<file path="config.mk">
export PLATFORM = sky130hd
export DESIGN_NAME = seq_gen_moore
export DESIGN_NICKNAME = d
export VERILOG_FILES = /design/src/rtl/seq_gen_moore.sv
export SDC_FILE = /design/constraint.sdc
export NUM_CORES = 1
export LEC_CHECK = 0
export CELL_PAD_IN_SITES_DETAIL_PLACEMENT = 0
export CELL_PAD_IN_SITES_GLOBAL_PLACEMENT = 2
export CORE_MARGIN = 5
export CORE_UTILIZATION = 34
export CTS_CLUSTER_DIAMETER = 150
export DETAILED_ROUTE_END_ITERATION = 16
export PLACE_DENSITY_LB_ADDON = 0.12
export SLEW_MARGIN = 40
export SYNTH_ARGS = -nofsm -noshare
export SYNTH_HDL_FRONTEND = slang
export SYNTH_SLANG_ARGS = --single-unit
</file>
<file path="constraint.sdc">
create_clock -name clk -period 2 [get_ports clk]
set_input_delay 0.4 -clock clk [delete_from_list [all_inputs] [get_ports clk]]
set_output_delay 0.4 -clock clk [all_outputs]
set_load 0.02 [all_outputs]
</file>
<file path="src/rtl/seq_gen_moore.sv">
// seq_gen_moore
//   Bit-serial pattern generator. On start it captures a WIDTH-bit pattern
//   and a repeat count, then sends the pattern MSB-first, one bit per clock,
//   `reps` times. GAP zero bits are inserted between repetitions.
//   Moore FSM; every output comes straight from a flop.
//
// Ports
//   clk      in   rising-edge clock
//   rst      in   asynchronous active-low reset
//   start    in   request, sampled only while idle
//   pattern  in   [WIDTH-1:0] pattern, bit WIDTH-1 sent first
//   reps     in   [CNT_W-1:0] number of repetitions (0 = no stream)
//   x        out  serial data
//   x_valid  out  x carries a stream bit (pattern or gap bit)
//   busy     out  high from the first stream bit through the last
//   done     out  one-cycle pulse in the cycle after the last stream bit
module seq_gen_moore #(
  parameter int WIDTH = 4,
  parameter int CNT_W = 4,
  parameter int GAP   = 1
) (
  input  logic             clk,
  input  logic             rst,
  input  logic             start,
  input  logic [WIDTH-1:0] pattern,
  input  logic [CNT_W-1:0] reps,
  output logic             x,
  output logic             x_valid,
  output logic             busy,
  output logic             done
);

  localparam int BIT_W = (WIDTH > 1) ? $clog2(WIDTH) : 1;
  localparam int GAP_W = (GAP > 1) ? $clog2(GAP) : 1;
  localparam logic [BIT_W-1:0] BIT_LAST = BIT_W'(WIDTH - 1);
  // With GAP == 0 the GAP state is unreachable; the value only has to be legal.
  localparam logic [GAP_W-1:0] GAP_LAST = (GAP > 0) ? GAP_W'(GAP - 1) : GAP_W'(0);

  typedef enum logic [1:0] {
    S_IDLE  = 2'd0,
    S_SHIFT = 2'd1,
    S_GAP   = 2'd2,
    S_DONE  = 2'd3
  } state_t;

  state_t             state_q, state_d;
  logic [WIDTH-1:0]   shreg_q, shreg_d;
  logic [WIDTH-1:0]   pat_q,   pat_d;
  logic [BIT_W-1:0]   bit_q,   bit_d;
  logic [CNT_W-1:0]   rep_q,   rep_d;
  logic [GAP_W-1:0]   gap_q,   gap_d;
  logic               x_q,     x_d;
  logic               valid_q, valid_d;
  logic               done_q,  done_d;

  // State, datapath and output registers.
  always_ff @(posedge clk or negedge rst) begin
    if (!rst) begin
      state_q <= S_IDLE;
      shreg_q <= '0;
      pat_q   <= '0;
      bit_q   <= '0;
      rep_q   <= '0;
      gap_q   <= '0;
      x_q     <= 1'b0;
      valid_q <= 1'b0;
      done_q  <= 1'b0;
    end else begin
      state_q <= state_d;
      shreg_q <= shreg_d;
      pat_q   <= pat_d;
      bit_q   <= bit_d;
      rep_q   <= rep_d;
      gap_q   <= gap_d;
      x_q     <= x_d;
      valid_q <= valid_d;
      done_q  <= done_d;
    end
  end

  // Next-state and datapath update.
  always_comb begin
    state_d = state_q;
    shreg_d = shreg_q;
    pat_d   = pat_q;
    bit_d   = bit_q;
    rep_d   = rep_q;
    gap_d   = gap_q;

    case (state_q)
      S_IDLE: begin
        if (start) begin
          pat_d   = pattern;
          shreg_d = pattern;
          rep_d   = reps;
          bit_d   = BIT_LAST;
          if (reps != CNT_W'(0)) begin
            state_d = S_SHIFT;
          end else begin
            state_d = S_DONE;
          end
        end else begin
          state_d = S_IDLE;
        end
      end

      S_SHIFT: begin
        shreg_d = {shreg_q[WIDTH-2:0], 1'b0};
        if (bit_q != BIT_W'(0)) begin
          bit_d = bit_q - BIT_W'(1);
        end else begin
          // Last bit of this repetition. rep_q is never 0 here, so the
          // decrement cannot wrap even when reps was the maximum value.
          rep_d = rep_q - CNT_W'(1);
          bit_d = BIT_LAST;
          if (rep_q == CNT_W'(1)) begin
            state_d = S_DONE;
          end else if (GAP > 0) begin
            state_d = S_GAP;
            gap_d   = GAP_LAST;
          end else begin
            shreg_d = pat_q;
          end
        end
      end

      S_GAP: begin
        if (gap_q != GAP_W'(0)) begin
          gap_d = gap_q - GAP_W'(1);
        end else begin
          shreg_d = pat_q;
          bit_d   = BIT_LAST;
          state_d = S_SHIFT;
        end
      end

      S_DONE: begin
        state_d = S_IDLE;
      end

      default: begin
        state_d = S_IDLE;
      end
    endcase
  end

  // Output decode from the next state so the output flops line up with state_q.
  always_comb begin
    x_d     = 1'b0;
    valid_d = 1'b0;
    done_d  = 1'b0;
    case (state_d)
      S_SHIFT: begin
        x_d     = shreg_d[WIDTH-1];
        valid_d = 1'b1;
      end
      S_GAP: begin
        valid_d = 1'b1;
      end
      S_DONE: begin
        done_d = 1'b1;
      end
      default: begin
        x_d = 1'b0;
      end
    endcase
  end

  assign x       = x_q;
  assign x_valid = valid_q;
  assign busy    = valid_q;
  assign done    = done_q;

endmodule

</file>
**Run 1: placement view**

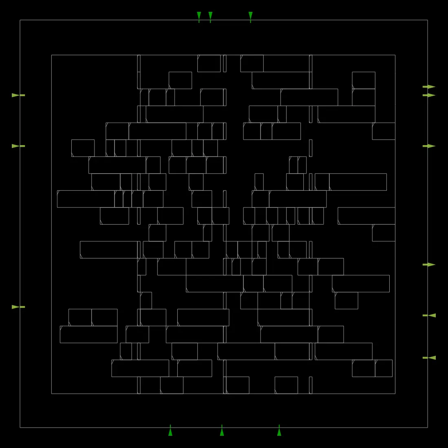
FFs & Latches: 19
core area: 3000 um2

**Run 1: clock network drawn from the DEF**

Bar = 20 um.
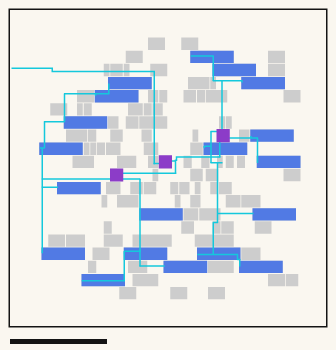
[blue] flip-flops | count: 19
[purple] clock drivers | count: 3
[cyan] clock wires | length: 286 um
routed clock nets: 4
Layout Skew: 0.00497 ns
Clock Power Share: 0.113
Clock group: 0.196 mW

==> flow_summary.ini, run 1 <==
; implementation run metrics
[placement]
numPortBuffers = 14
place_area_um2 = 1240

[route]
vias_per_cell = 5.21
dr.pass1.iters = 4
dr.first_iter.drc_count = 56
via_count = 761
drcViolationCount = 0

[critical_path]
crit_arrival_ns = 1.88
reg2reg_slack_ns = 0.34
r2r_start = rep_q[1]
crit_required_ns = 2.22
crit_path_start = rep_q[1]

[global_route]
grt_pass1_vias = 788
grt_max_degree = 20
grtUsageTotal = 0.116
overflow = 0
grt_pass1_wl_mm = 3.81

[synth]
flop_cell = dfrtp_1
synth_cell_types = 35
synth_area_um2 = 1050

[timing]
finalHoldViolCount = 0
period_used_share = 0.830
rsz0062_at_grt = no
max_freq_mhz = 602

[flow_run]
warning_count = 28

[clock_tree]
ctsHoldBuffers = 0
numCtsBuffers = 3

[outcome]
status = completed

[cells_and_area]
final_area_um2 = 1270
layout_top_cells = dfrtp_1 (19), clkdlybuf4s50_1 (14), inv_1 (10)
diodes = 0
final_core_util = 0.423

[power_and_ir_drop]
p_leak_nw = 0.583
ir_worst_vdd_mv = 0.495

[die]
dieArea_um2 = 4290
**Run 1: cell density map**

7 x 7 tiles, from white (low) to dark blue (high), 0 to 100% covered.
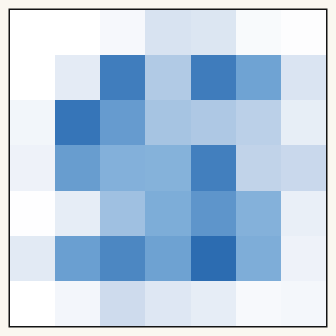
densest ninth of the die: middle
tiles over 75% full: 2.0%
nearly empty tiles: 12%
emptiest ninth of the die: top left
fullest tile: 76%
mean over tiles: 29%

**Run 1: pin map**

Pins as bars across the die edge, other pins in gray.
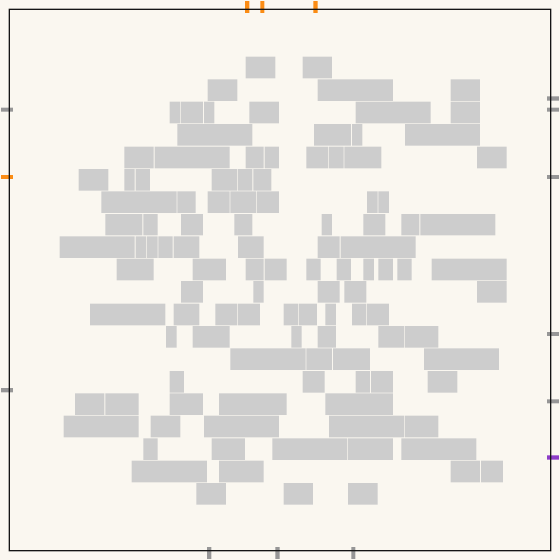
[orange] reps | pins: 4 | direction: input | edge: 3 top, 1 left
[purple] rst | pins: 1 | direction: input | edge: right

## run 1: how the worst min path moves through the flow
stage | from | endpoint | slack [ns] | depth (start not counted)
6_report | rst | shreg_q[1] | 0.42 | 2
5_1_grt | rst | shreg_q[1] | 0.43 | 2
4_1_cts | rst | shreg_q[1] | 0.41 | 2
3_5_place_dp | pat_q[1] | pat_q[1] | 0.50 | 1
3_3_place_gp | pat_q[1] | pat_q[1] | 0.49 | 1
2_1_floorplan | rst | bit_q[0] | 0.10 | 0
## run 1: power groups by stage
stage                     combinational, mW  clock [mW]  sequential (mW)
after global routing                  0.969       0.227            0.713
after global placement                0.868           0            0.692
final                                 0.853       0.196            0.683
after detailed placement              0.865           0            0.692
after floorplan                       0.640           0            0.666
after CTS                             0.870       0.213            0.684
## run 1: registers in the layout, indices dropped and copies added, names as in the netlist
name / count
rep_q: 4
state_q: 2
x: 1
bit_q: 2
shreg_q: 4
done: 1
pat_q: 4
busy: 1
## run 1: layout make-up
cell class | instances | area [um2]
Multi-Input combinational cell | 57 | 487
Inverter | 11 | 41.3
Timing Repair Buffer | 22 | 200
Fill cell | 297 | 1730
Clock buffer | 4 | 26.3
Tap cell | 33 | 41.3
Sequential cell | 19 | 475
## run 1: critical path, cell delays in order (launching register included)
cell and delay (ns):
dfrtp_1 0.40, inv_1 0.08, ha_1 0.14, nor3b_1 0.23
o21ai_0 0.11, a21oi_1 0.26, ha_1 0.20, inv_1 0.04
a31oi_1 0.12
## run 1: cell families after synthesis
family,share of synthesized area
AND-OR/OR-AND,0.141
flip-flops,0.455
AND/OR/NAND/NOR,0.0993
buffers and inverters,0.0801
multiplexers,0.165
adder cells (fa/ha/maj),0.0598
## run 1: routing by layer
metal	share of wire	track usage
met3	0.051	0.0393
met4	0.0088	0.0311
met2	0.46	0.174
met5	0	0
met1	0.48	0.158
## run 1: cell usage after synthesis (2+ instances only)
cell        n  area [um2]
a31oi_1     2        12.5
mux2_4      2        30.0
dfrtp_1    19         475
a221oi_1    2        17.5
inv_1      10        37.5
mux2_2      6        67.6
a21oi_1     5        25.0
mux2i_1     3        30.0
nand3_1     4        20.0
a2bb2oi_1   3        26.3
nor3_1      2        10.0
ha_1        5        62.6
o21ai_0     4        20.0
buf_6       2        22.5
buf_4       2        15.0
mux4_2      2        45.0
## run 1: stage by stage
step	hold WS (ns)	setup slack [ns]
final	0.423	0.340
after global routing	0.432	0.132
after CTS	0.412	0.318
after detailed placement	0.496	0.00600
after global placement	0.486	0.0303
after floorplan	0.104	0.587
**Run 1: M3 wires**

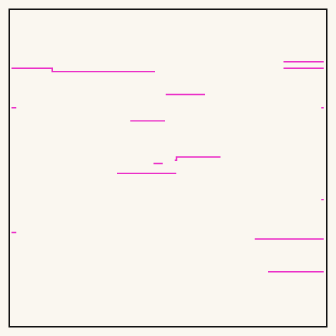

## Run 2: what changed since run 1
==> constraint.sdc (replaced) <==
create_clock -name clk -period 1.66 [get_ports clk]
set_input_delay 0.332 -clock clk [delete_from_list [all_inputs] [get_ports clk]]
set_output_delay 0.332 -clock clk [all_outputs]
set_load 0.02 [all_outputs]
**Run 2: M3 wires**

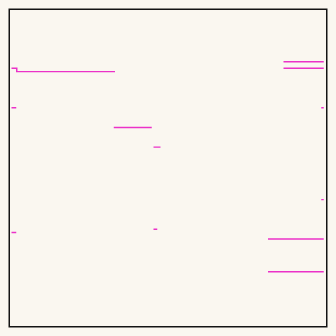
longest straight run: 20.2 um
wire length on this layer: 71.3 um
share of all routed wire: 3.1%

**Run 2: clock network drawn from the DEF**

Bar = 20 um.
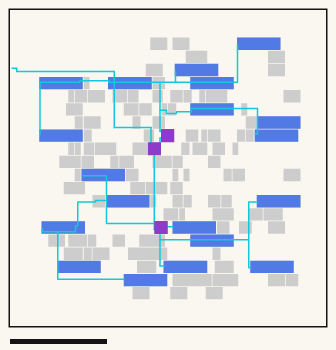
[purple] clock drivers | count: 3
[cyan] clock wires | length: 284 um
[blue] flip-flops | count: 19
routed clock nets: 4
Insertion Delay late pin: 0.29 ns
Layout Skew: 0.00453 ns

==> run 2 against run 1 <==
  * Non-clock buffer count rose by 6
  * Sequential power rose by 18%
  * Critical path depth down 7
  * Synthesized area is the same
  * Core utilization rose by 1.8 points
  * Total power increased by 24%
  * Global-route usage is 0.35 points higher
  * Via count grew 2.2%
  * Sequential share of layout area fell by 1.5 points
  * Wire length is 5.6% higher
  * Worst setup slack got worse by 0.27 ns
  * Largest cell class unchanged
==> flow_summary.ini, run 2 <==
; implementation run metrics
[route]
via_count = 778
dr.first_iter.drc_count = 32
drcViolationCount = 0
vias_per_cell = 5.12
dr.pass1.iters = 2

[synth]
flop_cell = dfrtp_1
yosys-top-cells-count = dfrtp_1 (19), inv_1 (10), mux2_2 (6)
largest_area_cell = dfrtp_1
ys_sh_xor = 0
top_cell = dfrtp_1
synth.cellmix.compoundShare = 0.141
synth_adder_area_share = 0.0598
synth_area_um2 = 1050

[outcome]
status = completed

[critical_path]
path_buffers = 1
critPathMaxStageDelay_ns = 0.61
cpMaxStageDelayCell = clkdlybuf4s50_1
cp_top_family = buffers and inverters

[global_route]
overflow = 0
grt_max_degree = 20
grt_pass1_vias = 821
grt_pass1_wl_mm = 3.90

[flow_run]
warning_count = 28

[die]
core_area_um2 = 3000

[timing]
setup_slack_ns = 0.0683
period_used_share = 0.959
max_freq_mhz = 628
hold_ws_ns = 0.359
rsz0062_at_grt = no

[placement]
pre_cts_ws_ns = -0.252

[cells_and_area]
diodes = 0
nFillCells = 302
largestRegisters = pat_q x4, rep_q x4, shreg_q x4

[power_and_ir_drop]
p_leak_nw = 0.614
ir_worst_vdd_mv = 0.524

[clock_tree]
numCtsBuffers = 3
**Run 2: pin map**

Pins as bars across the die edge, other pins in gray.
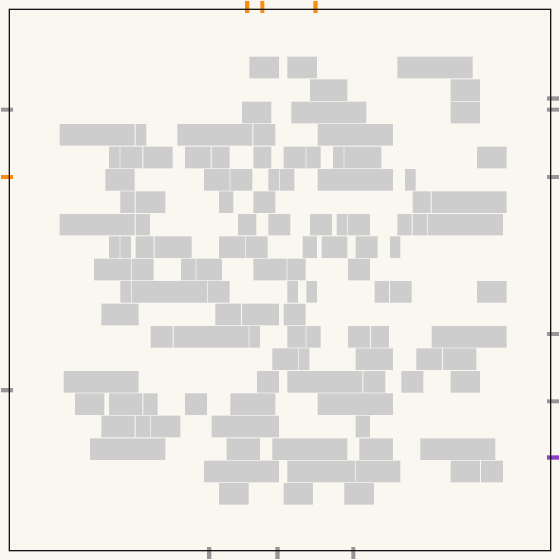
[purple] rst | pins: 1 | direction: input | edge: right
[orange] reps | pins: 4 | direction: input | edge: 3 top, 1 left
all pins by edge: 6 right, 3 left, 3 bottom, 3 top
Die Y: 65.5 um
die width: 65.5 um
port bufs: 14

run 2: cell counts after synthesis:
Identical to the previous run, type by type.
run 2: logic make-up after synthesis:
| group | count (synthesis) |
|---|---|
| AOI/OAI and AO/OA | 22 |
| adders and majority gates | 5 |
| buffers and inverters | 16 |
| DFF | 19 |
| muxes | 13 |
| and+or+nand+nor | 17 |
run 2: repair_timing:
item	CTS	global route
buffers inserted	0	0
endpoints found under the hold margin	0	0
setup endpoints to repair	0	2
resized	0	2
hold buffers	0	0
run 2: layer usage:
metal | track usage | vias up | wire [um]
met3 | 0.0239 | 4 | 71
met2 | 0.191 | 11 | 1040
met1 | 0.161 | 376 | 1140
met5 | 0 | - | 0
li1 | - | 387 | -
met4 | 0.0389 | 0 | 28
run 2: metrics by stage:
stage               power [mW]  area (um2)
floorplan                 1.57        1050
global placement          1.92        1290
detailed placement        1.93        1290
CTS                       2.18        1320
global route              2.36        1330
finish                    2.15        1330
run 2: where the power goes:
group          total (mW)  internal, mW  switching, mW
logic                1.11         0.580          0.529
clock network       0.236        0.0934          0.142
registers           0.809         0.673          0.136
total                2.15          1.35          0.807
run 2: final cells by class:
type | count | area, um2 | area share
Clock buffer | 4 | 26.3 | 0.0198
Inverter | 11 | 41.3 | 0.0312
Multi-Input combinational cell | 57 | 495 | 0.374
Sequential cell | 19 | 475 | 0.359
Tap cell | 33 | 41.3 | 0.0312
Timing Repair Buffer | 28 | 245 | 0.185
run 2: final timing paths:
check	start	to	slack [ns]	depth (start not counted)
worst min-delay path	rst	pat_q[2]	0.36	2
min in group clk	pat_q[1]	pat_q[1]	0.52	1
max in group asynchronous	rst	rep_q[2]	1.09	2
worst min register to register	pat_q[1]	pat_q[1]	0.52	1
worst max register to register	rep_q[1]	x	0.19	8
worst max-delay path	busy	busy	0.07	1
No activity file was given, so power comes from the tool's default toggle rates.
